### src/rtl/rcc_ahb_lite_master.sv
// rcc_ahb_lite_master: single-outstanding AHB-Lite master bridging a simple
// req/rsp requester port onto the bus. One transfer at a time, SINGLE bursts,
// NONSEQ/IDLE only; byte enables select transfer size and address offset.
module rcc_ahb_lite_master #(
  parameter logic [2:0] ADDR_HI = 3'b000
) (
  input  logic        ahb_hclk,
  input  logic        ahb_hreset,
  input  logic        req,
  input  logic [3:0]  we,
  input  logic [28:0] addr,
  input  logic [31:0] wdata,
  output logic [31:0] rdata,
  output logic [1:0]  rsp,
  output logic [31:0] ahb_haddr,
  output logic [1:0]  ahb_htrans,
  output logic        ahb_hwrite,
  output logic [2:0]  ahb_hsize,
  output logic [2:0]  ahb_hburst,
  output logic [2:0]  ahb_hprot,
  output logic [31:0] ahb_hwdata,
  input  logic [31:0] ahb_hrdata,
  input  logic        ahb_hready,
  input  logic        ahb_hresp
);

  typedef enum logic [1:0] {IDLE, ADDR, DATA, RESP} state_t;

  localparam logic [1:0] RSP_NONE  = 2'b00;
  localparam logic [1:0] RSP_OKAY  = 2'b01;
  localparam logic [1:0] RSP_ERROR = 2'b11;

  state_t      state;
  state_t      state_next;
  logic        we_legal;
  logic [2:0]  we_size;
  logic [1:0]  we_off;
  logic [1:0]  rsp_code;
  logic [31:0] haddr_q;
  logic        hwrite_q;
  logic [2:0]  hsize_q;
  logic [31:0] hwdata_q;
  logic [31:0] rdata_q;
  logic        addr_low_unused;

  // The requester's low address bits carry no meaning; the byte enables set the offset.
  assign addr_low_unused = ^addr[1:0];

  // Decode the byte-enable pattern into legality, transfer size and byte offset.
  always_comb begin
    we_legal = 1'b1;
    we_size  = 3'b010;
    we_off   = 2'b00;
    case (we)
      4'b0000: begin we_size = 3'b010; we_off = 2'b00; end
      4'b1111: begin we_size = 3'b010; we_off = 2'b00; end
      4'b0011: begin we_size = 3'b001; we_off = 2'b00; end
      4'b1100: begin we_size = 3'b001; we_off = 2'b10; end
      4'b0001: begin we_size = 3'b000; we_off = 2'b00; end
      4'b0010: begin we_size = 3'b000; we_off = 2'b01; end
      4'b0100: begin we_size = 3'b000; we_off = 2'b10; end
      4'b1000: begin we_size = 3'b000; we_off = 2'b11; end
      default: we_legal = 1'b0;
    endcase
  end

  // State register; reset abandons any transfer in flight without a response.
  always_ff @(posedge ahb_hclk) begin
    if (ahb_hreset) state <= IDLE;
    else            state <= state_next;
  end

  // Next-state logic: illegal enables skip the bus and report an error directly.
  always_comb begin
    state_next = state;
    case (state)
      IDLE: if (req) state_next = we_legal ? ADDR : RESP;
      ADDR: if (ahb_hready) state_next = DATA;
      DATA: if (ahb_hready) state_next = RESP;
      RESP: state_next = IDLE;
      default: state_next = IDLE;
    endcase
  end

  // Transfer registers: latch the request in IDLE, capture the result at the end of DATA.
  always_ff @(posedge ahb_hclk) begin
    if (ahb_hreset) begin
      haddr_q  <= 32'h0;
      hwrite_q <= 1'b0;
      hsize_q  <= 3'b010;
      hwdata_q <= 32'h0;
      rdata_q  <= 32'h0;
      rsp_code <= RSP_NONE;
    end else begin
      case (state)
        IDLE: begin
          if (req) begin
            if (we_legal) begin
              haddr_q  <= {ADDR_HI, addr[28:2], we_off};
              hwrite_q <= (we != 4'b0000);
              hsize_q  <= we_size;
              hwdata_q <= wdata;
            end else begin
              rsp_code <= RSP_ERROR;
            end
          end
        end
        DATA: begin
          if (ahb_hready) begin
            if (ahb_hresp) begin
              rsp_code <= RSP_ERROR;
            end else begin
              rsp_code <= RSP_OKAY;
              if (!hwrite_q) rdata_q <= ahb_hrdata;
            end
          end
        end
        default: ;
      endcase
    end
  end

  assign ahb_htrans = (state == ADDR) ? 2'b10 : 2'b00;
  assign rsp        = (state == RESP) ? rsp_code : RSP_NONE;
  assign rdata      = rdata_q;
  assign ahb_haddr  = haddr_q;
  assign ahb_hwrite = hwrite_q;
  assign ahb_hsize  = hsize_q;
  assign ahb_hwdata = hwdata_q;
  assign ahb_hburst = 3'b000;
  assign ahb_hprot  = 3'b011;

endmodule

### config.mk
export PLATFORM = sky130hd
export DESIGN_NAME = rcc_ahb_lite_master
export DESIGN_NICKNAME = d
export VERILOG_FILES = /design/src/rtl/rcc_ahb_lite_master.sv
export SDC_FILE = /design/constraint.sdc
export NUM_CORES = 1
export LEC_CHECK = 0
export ABC_AREA = 1
export CORE_ASPECT_RATIO = 1.5
export CORE_MARGIN = 2
export CORE_UTILIZATION = 40
export DETAILED_ROUTE_END_ITERATION = 10
export PLACE_DENSITY = 0.78
export SLEW_MARGIN = 20
export SYNTH_ARGS = -nofsm -noshare
export SYNTH_HDL_FRONTEND = slang
export SYNTH_SLANG_ARGS = --single-unit
### constraint.sdc
create_clock -name ahb_hclk -period 1.8 [get_ports ahb_hclk]
set_input_delay 0.27 -clock ahb_hclk [delete_from_list [all_inputs] [get_ports ahb_hclk]]
set_output_delay 0.27 -clock ahb_hclk [all_outputs]
set_load 0.05 [all_outputs]
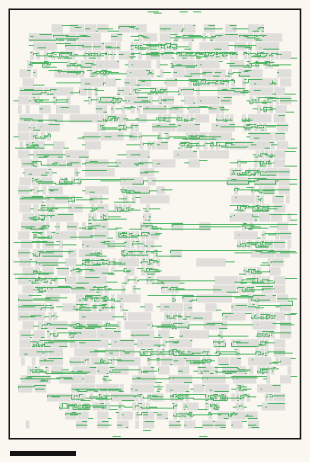
(run_1/m1.png)
The bar under the picture is 20 um long.
share of all routed wire = 36%
longest straight run = 37.7 um
wire length on this layer = 4010 um
main direction = horizontal
nets with wire on the layer = 823

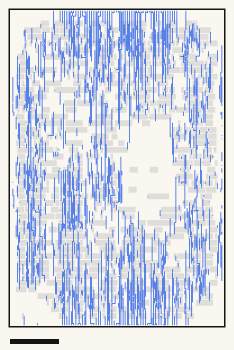
(run_1/m2.png)
The bar under the picture is 20 um long.
nets with wire on the layer = 706
longest straight run = 53.9 um
share of all routed wire = 55%

==> results.py, run 1 <==
# Physical implementation metrics
metrics = {
    "outcome": {
        "status": "finished, final reports clean",
    },
    "power": {
        "p_sw_w": 0.00328,
        "irDropWorstVdd_uv": 780,
        "seq-power_w": 0.00280,
        "combinationalPower_w": 0.00348,
        "pwr-share-clk": 0.254,
        "combinationalPowerShare": 0.414,
        "pwr-share-seq": 0.333,
    },
    "job": {
        "max_cap_violations": 0,
    },
    "layout": {
        "layout.nets": 919,
        "clkCellAreaFrac": 0.0508,
        "n_antenna_cell": 0,
        "final_util": 0.657,
        "buffers": 211,
        "fin_area_um2": 6650,
        "regArea_um2": 2000,
        "nClkBuffers": 13,
        "nFlopsAndLatches": 100,
        "area_growth_pct": 59.0,
        "largest_class": "non-clock buffers",
        "buf_share": 0.331,
        "nFillCells": 870,
        "most-common-layout-cells": "nor2_1, clkdlybuf4s50_1, nand2_1",
    },
    "synthesis": {
        "synth.cells.most_frequent": "nor2_1, nand2_1, dfxtp_1",
        "ys_seq_share": 0.478,
        "top_cell_area_share": 0.478,
        "synth_cell_types": 19,
        "async_flop_share": 0,
        "edf_count": 0,
        "ff_type": "dfxtp_1",
        "xor_area_frac": 0,
        "largest_area_cell": "dfxtp_1",
        "adder_share": 0.0120,
        "yosys.area_share.aoi": 0.0472,
        "ys_warn_count": 0,
        "synthCells": 623,
        "avgSynthCellArea_um2": 6.72,
        "most_common_cell": "nor2_1",
        "ys_area_um2": 4190,
        "ys_sh_mux": 0,
    },
    "worst_setup_path": {
        "timing.rr.start": "state[0]$_SDFFE_PP0P_",
        "path_buffers": 1,
        "slowest_stage": "clkdlybuf4s50_1",
        "required_ps": 1530,
        "cp_cell_sequence": "clkdlybuf4s50_1",
        "cp-endpoint": "ahb_haddr[15]",
        "startpoint": "ahb_haddr[15]$_SDFFE_PP0P_",
        "rr_endpoint": "rdata[26]$_SDFFE_PP0P_",
        "worstPathArrival_ps": 1500,
        "cp-start-kind": "flip-flop",
        "cp_num_cells": 1,
    },
    "final_timing": {
        "tightest_slew_ps": 573,
        "min_period_ps": 1770,
        "grt_setup_unrepaired": "no",
        "setup_viol": 0,
        "slew_violations": 0,
        "layout_setup_ws_ps": 32.6,
        "clock_skew_ps": 4.60,
        "hold_ws_ps": 483,
        "hold_violations": 0,
    },
    "placed_design": {
        "dpl-instance-area_um2": 6240,
        "place.detailed.hpwl_mm": 8.49,
        "place_inst": 919,
    },
    "die": {
        "dieArea_um2": 11300,
        "fp.dieH_um": 129,
        "row_count": 45,
    },
    "clocking": {
        "insertion_delay_ps": 340,
        "post_cts_resized": 0,
        "cts_tree": "yes",
        "clockBufferDepth": 2,
        "cts_hold_buffers": 0,
        "cts_buffers": 9,
        "root_buffer": "clkbuf_16",
    },
    "grt": {
        "busiest_layer": "met2",
        "grt_pass1_wl_mm": 17.5,
        "met1_usage": 0.196,
        "grt_pass1_vias": 3980,
        "antenna_found_initial": 0,
        "overflow": 0,
    },
    "detailed_routing": {
        "wl_met1_mm": 4.01,
        "vias_per_cell": 4.41,
        "vias": 4124,
        "wl_mm": 11.1,
        "dr_wl_met2_mm": 6.06,
    },
    "worst_hold_path": {
        "hold-path-cell-count": 2,
    },
}
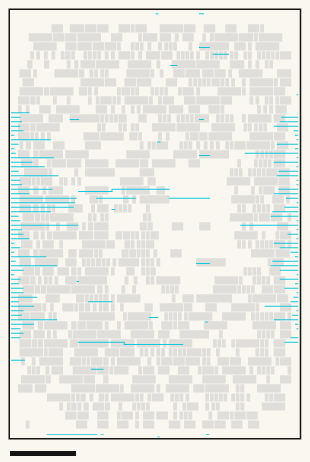
(run_1/m3.png)
The bar under the picture is 20 um long.
share of all routed wire = 5.8%
nets with wire on the layer = 113
wire length on this layer = 638 um
main direction = horizontal

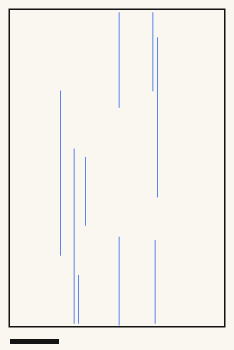
(run_1/m4.png)
The bar under the picture is 20 um long.
main direction = vertical
longest straight run = 71.4 um
nets with wire on the layer = 8
wire length on this layer = 392 um
share of all routed wire = 3.5%

==> run 2, diff against run 1 <==
--- a/config.mk
+++ b/config.mk
@@ -11,6 +11,7 @@
 export CORE_UTILIZATION = 40
 export DETAILED_ROUTE_END_ITERATION = 10
 export PLACE_DENSITY = 0.78
+export SKIP_CTS_REPAIR_TIMING = 1
 export SLEW_MARGIN = 20
 export SYNTH_ARGS = -nofsm -noshare
 export SYNTH_HDL_FRONTEND = slang
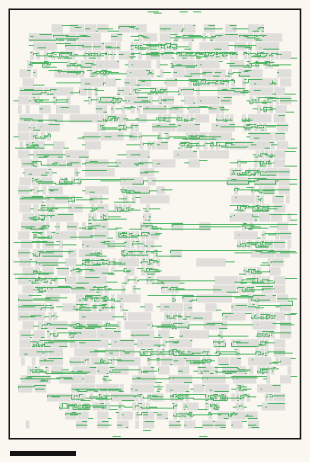
(run_2/m1.png)
The bar under the picture is 20 um long.
longest straight run = 37.7 um
nets with wire on the layer = 823

==> run 2 against run 1 <==
Against the previous run:
- area after synthesis is the same
- maximum frequency is the same
- clock power is essentially flat
- non-clock buffer count is the same
- critical endpoint unchanged
- first-iteration DRC count is the same
==> results.py, run 2 <==
# Physical implementation metrics
metrics = {
    "outcome": {
        "status": "finished, final reports clean",
    },
    "placed_design": {
        "io_buffers": 198,
        "place_inst": 919,
        "dpl-instance-area_um2": 6240,
        "place.detailed.hpwl_mm": 8.49,
    },
    "synthesis": {
        "largest_area_cell": "dfxtp_1",
        "edf_count": 0,
        "top_cell_area_share": 0.478,
        "ys_warn_count": 0,
        "synth_cell_types": 19,
        "async_flop_share": 0,
        "yosys.area_share.aoi": 0.0472,
        "ys_seq_share": 0.478,
        "ys_area_um2": 4190,
        "xor_area_frac": 0,
        "ff_type": "dfxtp_1",
        "synthCells": 623,
        "avgSynthCellArea_um2": 6.72,
        "ys_ff": 100,
        "synth.cells.most_frequent": "nor2_1, nand2_1, dfxtp_1",
        "ys_sh_mux": 0,
        "most_common_cell": "nor2_1",
    },
    "layout": {
        "buf_share": 0.331,
        "area_growth_pct": 59.0,
        "final_util": 0.657,
        "nFillCells": 870,
        "layout.nets": 919,
        "comb_area_frac": 0.249,
        "regArea_um2": 2000,
        "n_antenna_cell": 0,
        "clkCellAreaFrac": 0.0508,
        "buffers": 211,
        "largest_class": "non-clock buffers",
        "fin_area_um2": 6650,
        "most-common-layout-cells": "nor2_1, clkdlybuf4s50_1, nand2_1",
        "nClkBuffers": 13,
    },
    "final_timing": {
        "fin_setup_tns_ps": 0,
        "grt_setup_unrepaired": "no",
        "slew_violations": 0,
        "tightest_slew_ps": 573,
        "layout_setup_ws_ps": 32.6,
        "hold_violations": 0,
        "relSlewSlack": 0.618,
        "min_period_ps": 1770,
        "clock_skew_ps": 4.60,
        "hold_ws_ps": 483,
        "setup_viol": 0,
    },
    "power": {
        "combinationalPowerShare": 0.414,
        "pwr-share-clk": 0.254,
        "pwr-share-seq": 0.333,
        "seq-power_w": 0.00280,
        "combinationalPower_w": 0.00348,
        "irDropWorstVdd_uv": 780,
    },
    "detailed_routing": {
        "dr_wl_met2_mm": 6.06,
        "wl_met1_mm": 4.01,
        "vias_per_cell": 4.41,
        "drt_iter0_drc": 135,
        "wl_mm": 11.1,
    },
    "job": {
        "max_cap_violations": 0,
    },
    "clocking": {
        "cts_buffers": 9,
        "insertion_delay_ps": 340,
        "root_buffer": "clkbuf_16",
        "clockBufferDepth": 2,
    },
    "worst_setup_path": {
        "cp_num_cells": 1,
        "rr_endpoint": "rdata[26]$_SDFFE_PP0P_",
        "timing.rr.start": "state[0]$_SDFFE_PP0P_",
        "path_buffers": 1,
        "cp-start-kind": "flip-flop",
        "worstPathArrival_ps": 1500,
        "cp_cell_sequence": "clkdlybuf4s50_1",
        "cp-endpoint": "ahb_haddr[15]",
        "required_ps": 1530,
        "slowest_stage": "clkdlybuf4s50_1",
    },
    "grt": {
        "overflow": 0,
        "met1_usage": 0.196,
        "grt_pass1_wl_mm": 17.5,
        "busiest_layer": "met2",
        "antenna_found_initial": 0,
    },
    "die": {
        "fp.dieH_um": 129,
        "row_count": 45,
        "dieArea_um2": 11300,
    },
    "worst_hold_path": {
        "hold-path-cell-count": 2,
    },
}
No activity file was given, so power comes from the tool's default toggle rates.
